File: src/rtl/rv32i_types.sv
// Shared RV32I pipeline types: opcodes, funct3 encodings, stage registers and MEM FSM state.
package rv32i_types;

    typedef enum logic [6:0] {
        op_lui   = 7'b0110111,
        op_auipc = 7'b0010111,
        op_jal   = 7'b1101111,
        op_jalr  = 7'b1100111,
        op_br    = 7'b1100011,
        op_load  = 7'b0000011,
        op_store = 7'b0100011,
        op_imm   = 7'b0010011,
        op_reg   = 7'b0110011
    } rv32i_opcode;

    typedef enum logic [2:0] {
        lb  = 3'b000,
        lh  = 3'b001,
        lw  = 3'b010,
        lbu = 3'b100,
        lhu = 3'b101
    } load_funct3_t;

    typedef enum logic [2:0] {
        sb = 3'b000,
        sh = 3'b001,
        sw = 3'b010
    } store_funct3_t;

    typedef enum logic [3:0] {
        rf_alu_out  = 4'd0,
        rf_br_en    = 4'd1,
        rf_u_imm    = 4'd2,
        rf_lw       = 4'd3,
        rf_pc_plus4 = 4'd4,
        rf_lb       = 4'd5,
        rf_lbu      = 4'd6,
        rf_lh       = 4'd7,
        rf_lhu      = 4'd8
    } regfilemux_sel_t;

    typedef enum logic [0:0] {
        MEM_IDLE    = 1'b0,
        MEM_PENDING = 1'b1
    } mem_state_t;

    typedef struct packed {
        logic            valid;
        logic [31:0]     pc;
        rv32i_opcode     opcode;
        logic [2:0]      funct3;
        logic [31:0]     alu_out;
        logic            br_en;
        logic [31:0]     u_imm;
        logic [31:0]     rs2_v;
        logic [4:0]      rd_s;
        logic            regf_we;
        regfilemux_sel_t regfilemux_sel;
    } ex_mem_stage_reg_t;

    typedef struct packed {
        logic            valid;
        logic [31:0]     pc;
        rv32i_opcode     opcode;
        logic [2:0]      funct3;
        logic [31:0]     alu_out;
        logic            br_en;
        logic [31:0]     u_imm;
        logic [4:0]      rd_s;
        logic            regf_we;
        regfilemux_sel_t regfilemux_sel;
        logic [31:0]     dmem_addr;
        logic [3:0]      dmem_rmask;
        logic [3:0]      dmem_wmask;
        logic [31:0]     dmem_wdata;
    } mem_wb_stage_reg_t;

endpackage

File: src/rtl/mem_lane_align.sv
// Byte-lane steering for data memory: access width and address offset to byte masks,
// lane-shifted store data and a misalignment flag.
module mem_lane_align
    import rv32i_types::*;
(
    input  logic        is_load,
    input  logic        is_store,
    input  logic [2:0]  funct3,
    input  logic [1:0]  addr_lo,
    input  logic [31:0] rs2_v,
    output logic [3:0]  rmask,
    output logic [3:0]  wmask,
    output logic [31:0] wdata,
    output logic        misaligned
);

    logic [3:0] mask;
    logic       bad_width;

    always_comb begin
        mask       = 4'b0000;
        wdata      = 32'h0;
        misaligned = 1'b0;
        case (funct3[1:0])
            2'b00: begin
                mask  = 4'b0001 << addr_lo;
                wdata = {24'h0, rs2_v[7:0]} << {addr_lo, 3'b000};
            end
            2'b01: begin
                mask       = 4'b0011 << {addr_lo[1], 1'b0};
                wdata      = {16'h0, rs2_v[15:0]} << {addr_lo[1], 4'b0000};
                misaligned = addr_lo[0];
            end
            2'b10: begin
                mask       = 4'b1111;
                wdata      = rs2_v;
                misaligned = (addr_lo != 2'b00);
            end
            default: misaligned = 1'b1;
        endcase
        // funct3[2] only means "unsigned" for sub-word loads; anything else is an
        // undefined encoding and retires as a no-op like a misaligned access.
        bad_width = funct3[2] && (is_store || funct3[1]);
        if (bad_width) begin
            misaligned = 1'b1;
        end
    end

    assign rmask = (is_load  && !misaligned) ? mask : 4'b0000;
    assign wmask = (is_store && !misaligned) ? mask : 4'b0000;

endmodule

File: src/rtl/mem_stage.sv
// RV32I MEM stage: issues single-cycle dmem requests, tracks the one outstanding
// access and freezes the pipeline until its response returns.
//
//   state       | meaning
//   MEM_IDLE    | no access outstanding
//   MEM_PENDING | request issued, waiting for dmem_resp
module mem_stage
    import rv32i_types::*;
#(
    parameter int STALL_CNT_W = 32
) (
    input  logic                   clk,
    input  logic                   rst,
    input  ex_mem_stage_reg_t      ex_mem,
    input  logic                   dmem_resp,
    output logic [31:0]            dmem_addr,
    output logic [3:0]             dmem_rmask,
    output logic [3:0]             dmem_wmask,
    output logic [31:0]            dmem_wdata,
    output mem_wb_stage_reg_t      mem_wb,
    output logic                   freeze_stall,
    output logic [31:0]            mem_fwd_data,
    output logic                   mem_fwd_is_load,
    output logic [STALL_CNT_W-1:0] stall_cycles
);

    mem_state_t        state;
    logic              is_load;
    logic              is_store;
    logic              is_mem;
    logic              issue;
    logic [3:0]        al_rmask;
    logic [3:0]        al_wmask;
    logic [31:0]       al_wdata;
    logic              misaligned;
    mem_wb_stage_reg_t wb_next;

    assign is_load  = ex_mem.valid && (ex_mem.opcode == op_load);
    assign is_store = ex_mem.valid && (ex_mem.opcode == op_store);
    assign is_mem   = is_load || is_store;

    mem_lane_align u_align (
        .is_load    (is_load),
        .is_store   (is_store),
        .funct3     (ex_mem.funct3),
        .addr_lo    (ex_mem.alu_out[1:0]),
        .rs2_v      (ex_mem.rs2_v),
        .rmask      (al_rmask),
        .wmask      (al_wmask),
        .wdata      (al_wdata),
        .misaligned (misaligned)
    );

    // A response in PENDING releases the freeze in the same cycle so a waiting op can issue.
    assign freeze_stall = !rst && (state == MEM_PENDING) && !dmem_resp;
    assign issue        = !rst && is_mem && !freeze_stall && !misaligned;

    assign dmem_addr  = issue ? {ex_mem.alu_out[31:2], 2'b00} : 32'h0;
    assign dmem_rmask = issue ? al_rmask : 4'b0000;
    assign dmem_wmask = issue ? al_wmask : 4'b0000;
    assign dmem_wdata = (issue && is_store) ? al_wdata : 32'h0;

    always_ff @(posedge clk) begin
        if (rst) begin
            state <= MEM_IDLE;
        end else if (issue) begin
            state <= MEM_PENDING;
        end else if (dmem_resp) begin
            state <= MEM_IDLE;
        end
    end

    always_comb begin
        wb_next                = '0;
        wb_next.valid          = ex_mem.valid;
        wb_next.pc             = ex_mem.pc;
        wb_next.opcode         = ex_mem.opcode;
        wb_next.funct3         = ex_mem.funct3;
        wb_next.alu_out        = ex_mem.alu_out;
        wb_next.br_en          = ex_mem.br_en;
        wb_next.u_imm          = ex_mem.u_imm;
        wb_next.rd_s           = ex_mem.rd_s;
        wb_next.regf_we        = ex_mem.regf_we && !(is_mem && misaligned);
        wb_next.regfilemux_sel = ex_mem.regfilemux_sel;
        wb_next.dmem_addr      = ex_mem.alu_out;
        wb_next.dmem_rmask     = dmem_rmask;
        wb_next.dmem_wmask     = dmem_wmask;
        wb_next.dmem_wdata     = dmem_wdata;
    end

    always_ff @(posedge clk) begin
        if (rst) begin
            mem_wb <= '0;
        end else if (!freeze_stall) begin
            mem_wb <= wb_next;
        end
    end

    always_ff @(posedge clk) begin
        if (rst) begin
            stall_cycles <= '0;
        end else if (freeze_stall) begin
            stall_cycles <= stall_cycles + 1'b1;
        end
    end

    always_comb begin
        mem_fwd_data = 32'h0;
        case (ex_mem.regfilemux_sel)
            rf_br_en:    mem_fwd_data = {31'h0, ex_mem.br_en};
            rf_u_imm:    mem_fwd_data = ex_mem.u_imm;
            rf_alu_out:  mem_fwd_data = ex_mem.alu_out;
            rf_pc_plus4: mem_fwd_data = ex_mem.pc + 32'd4;
            default:     mem_fwd_data = 32'h0;
        endcase
    end

    assign mem_fwd_is_load = is_load;

endmodule

File: config.mk
export PLATFORM = sky130hd
export DESIGN_NAME = mem_stage
export DESIGN_NICKNAME = d
export VERILOG_FILES = /design/src/rtl/rv32i_types.sv /design/src/rtl/mem_lane_align.sv /design/src/rtl/mem_stage.sv
export SDC_FILE = /design/constraint.sdc
export NUM_CORES = 1
export LEC_CHECK = 0
export ABC_AREA = 1
export CORE_AREA = 2 2 187 189
export DETAILED_ROUTE_END_ITERATION = 10
export DIE_AREA = 0 0 189 191
export GPL_TIMING_DRIVEN = 0
export REMOVE_ABC_BUFFERS = 1
export SYNTH_ARGS = -nofsm -noshare
export SYNTH_HDL_FRONTEND = slang
export SYNTH_SLANG_ARGS = --single-unit
File: constraint.sdc
create_clock -name clk -period 4.55 [get_ports clk]
set_input_delay 0.6825 -clock clk [delete_from_list [all_inputs] [get_ports clk]]
set_output_delay 0.6825 -clock clk [all_outputs]
set_load 0.01 [all_outputs]
==> notes.md <==
run metrics: max cap viols 0, pre-CTS WS -1.93 ns, Slew Viols, Final 0, die height 191 µm, launching point of the worst reg2reg path state, clock-pin slew on the worst setup and hold paths 0.08 ns, Post-synth EDFFs 0, Post-Syn Area per Cell 6.65 µm², crit path kind primary input to output port, number of global-route vias before repair 10700, Flop pwr share 45.4%, cell taking the most area after synthesis dfxtp_1, Late-Pin Clk Latency 0.46 ns, placer's final routability congestion estimate 0.908, Tmin final 4.34 ns, worst hold path stage count 2, Arr. time, crit path 3.66 ns, actual slew at the worst max-slew pin 0.876 ns, CTS tree done, GRT Residual Overflow 0, H-tree depth 4, final hold vios 0, setup tns final 0 ns, largest net degree at the start of global routing 88, Post-synth top cells nand2_1 (423), inv_1 (206), dfxtp_1 (191), Area growth, synth to finish 53.9%, DPL Wire Length 32.3 mm, placed inst area 14800 µm², drc violations 0, Power Density 252 nW/µm², status finished, final reports clean, Worst EP required 3.87 ns, worst r2r dst mem_wb[21], Iteration-0 DRC Markers 664, Syn Inst Count 1505, buffer levels on the longest clock path 2, design area 15400 µm², Routed WL per cell 17.9 µm, Tcrit/Tclk final 95.4%, Synth Flop Type dfxtp_1, GR Util All Layers 22.5%, core area 34100 µm², WL final 42.2 mm, CTS root buf clkbuf_16, leak pwr 6.36 nW, worst-path fanout max 87, RSZ-0062 raised after global routing false, R2R depth 10, synth warn 0, most frequent cell after synthesis nand2_1, P_int 2.81 mW, dpl cells 2319, Syn Std Cell Area 10000 µm², synthesis area per yosys 10000 µm², ys cells 1505, WHS Endpoint mem_wb[21], row cnt 68, first-pass GRT wire length 62.1 mm, share of layout cells above drive strength 1 4.93%
-- critical path, cell delays in order --
cell and delay, ns:
clkdlybuf4s50_1 0.46, inv_1 0.08, nand2_1 0.20, nand2_4 0.17
buf_16 0.25, inv_6 0.29, nand2_2 0.19, nor2_4 0.19
buf_4 0.18, buf_4 0.17, nand3_2 0.14, inv_1 0.11
clkdlybuf4s50_1 0.53
-- layout make-up --
type,count,area [µm²]
sequential,191,3820
clock buffer,19,433
inverter,216,831
clock inverter,13,129
tap,455,569
timing repair buffer,492,5000
fill,3483,18700
multi-input combinational,973,4610
timing repair inverter,1,7.51
-- routing by layer --
layer	global-route usage, %	vias to the layer above	routed length (µm)
met5	0	-	0
met2	40.3	375	21100
met4	7.39	0	1010
li1	-	5490	-
met1	25.8	5057	17000
met3	6.32	53	3100
-- power groups by stage --
stage,registers (mW),logic (mW),clock network [mW]
after floorplan,1.83,0.159,0
after global placement,1.80,0.598,0
after detailed placement,1.80,0.602,0
after CTS,1.76,0.607,1.56
after global routing,1.77,0.645,1.61
final,1.76,0.604,1.52
-- layout by cell type (no fill, tap or decap), types with 2 or more instances in the layout --
cell type,count
o211ai_2,2
xor2_1,3
clkinv_2,2
buf_16,4
clkbuf_1,2
a22o_1,20
buf_4,7
conb_1,2
nand3_1,112
nor3b_1,2
buf_12,3
clkinv_4,3
and2_1,3
nand2_2,3
clkinvlp_4,4
ha_1,2
a21oi_1,27
nor3_1,12
clkdlybuf4s50_1,477
nor2_4,8
o211ai_1,10
inv_1,204
clkbuf_16,17
o21ai_0,124
inv_6,7
nand3_2,13
o221ai_1,18
nor2_2,5
inv_2,6
dfxtp_1,191
nor2_1,141
o22ai_1,19
nand2_1,421
nand4_1,16
o21bai_1,2
-- how the worst max path moves through the flow --
stage	start	slack, ns	cells after the start	end
6_report	dmem_resp	0.21	13	dmem_wdata[23]
5_1_grt	dmem_resp	0.01	13	dmem_addr[27]
4_1_cts	rst	0.01	12	dmem_addr[28]
3_5_place_dp	rst	-1.93	10	dmem_addr[24]
3_3_place_gp	rst	-4.43	7	stall_cycles[22]
2_1_floorplan	dmem_resp	-0.65	8	stall_cycles[22]
-- per-stage QoR --
step                      total power [mW]  hold slack [ns]
after floorplan                       1.99            0.476
after global placement                2.40            0.436
after detailed placement              2.40            0.441
after CTS                             3.93            0.455
after global routing                  4.03            0.468
final                                 3.88            0.453
-- timing repair --
| item | CTS | global route |
|---|---|---|
| pin swaps | 1 | 0 |
| setup buffers | 7 | 0 |
| hold buffers | 0 | 0 |
| resized | 8 | 6 |
| endpoints found under the setup margin | 82 | 65 |
| cloned | 2 | 0 |
-- cells by family after synthesis --
| kind of cell | after synthesis | share of synthesized area [%] |
|---|---|---|
| AOI/OAI and AO/OA | 226 | 13.6 |
| and+or+nand+nor | 739 | 31.5 |
| other | 1 | 0.0375 |
| DFF | 191 | 38.2 |
| buffers and inverters | 343 | 16.2 |
| xor gates and xnor gates | 3 | 0.263 |
| adders and majority gates | 2 | 0.250 |
-- registers in the layout (all words and copies together), names as in the netlist --
register      flops
mem_wb          158
stall_cycles     32
state             1
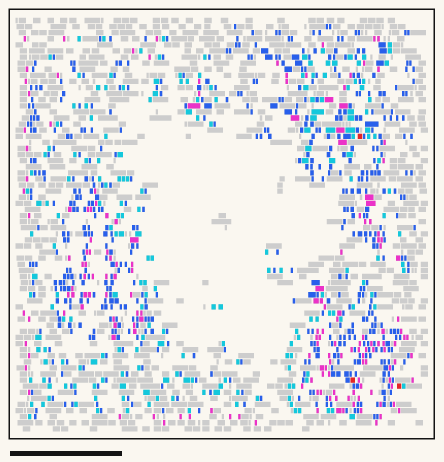
*Gate-type map*
Scale bar: 50 µm.
Blue marks NAND gates, cells 567, most used nand2_1, where all over the die. Red marks AND and OR gates, cells 3, most used and2_1. Cyan marks inverting AOI/OAI gates, cells 205, most used o21ai_0, where all over the die. Magenta marks NOR gates, cells 170, most used nor2_1, where all over the die.

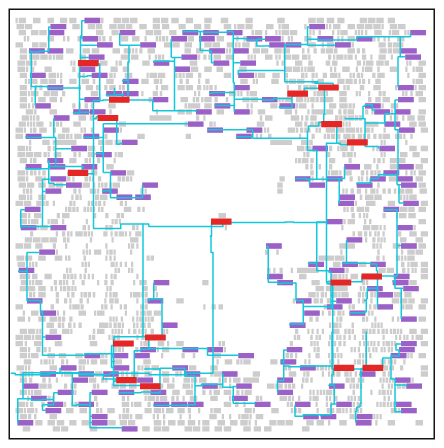
*Clock wires, drivers and flops*
Cyan marks clock wires, length 2870 µm. Red marks cells driving clock nets, count 17. Purple marks flip-flops, count 191.
Position of the flops: all over the die. There are 18 routed clock nets.

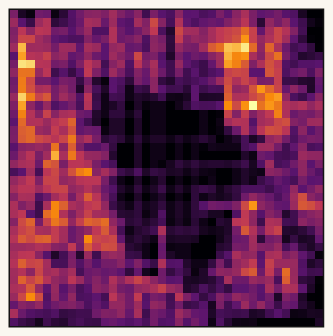
*Signal metal coverage by tile*
The die is cut into 38 by 38 equal tiles; black is low, pale yellow is high, scaled to the fullest tile. Values are wire area over tile area, all layers added.
The emptiest ninth of the die: center. The fullest tile reaches 0.65. 6.4% of the tiles are nearly empty. 13% of the tiles are over half the peak. The mean over all tiles is 0.19.

Power is estimated from default activity; no workload was simulated.
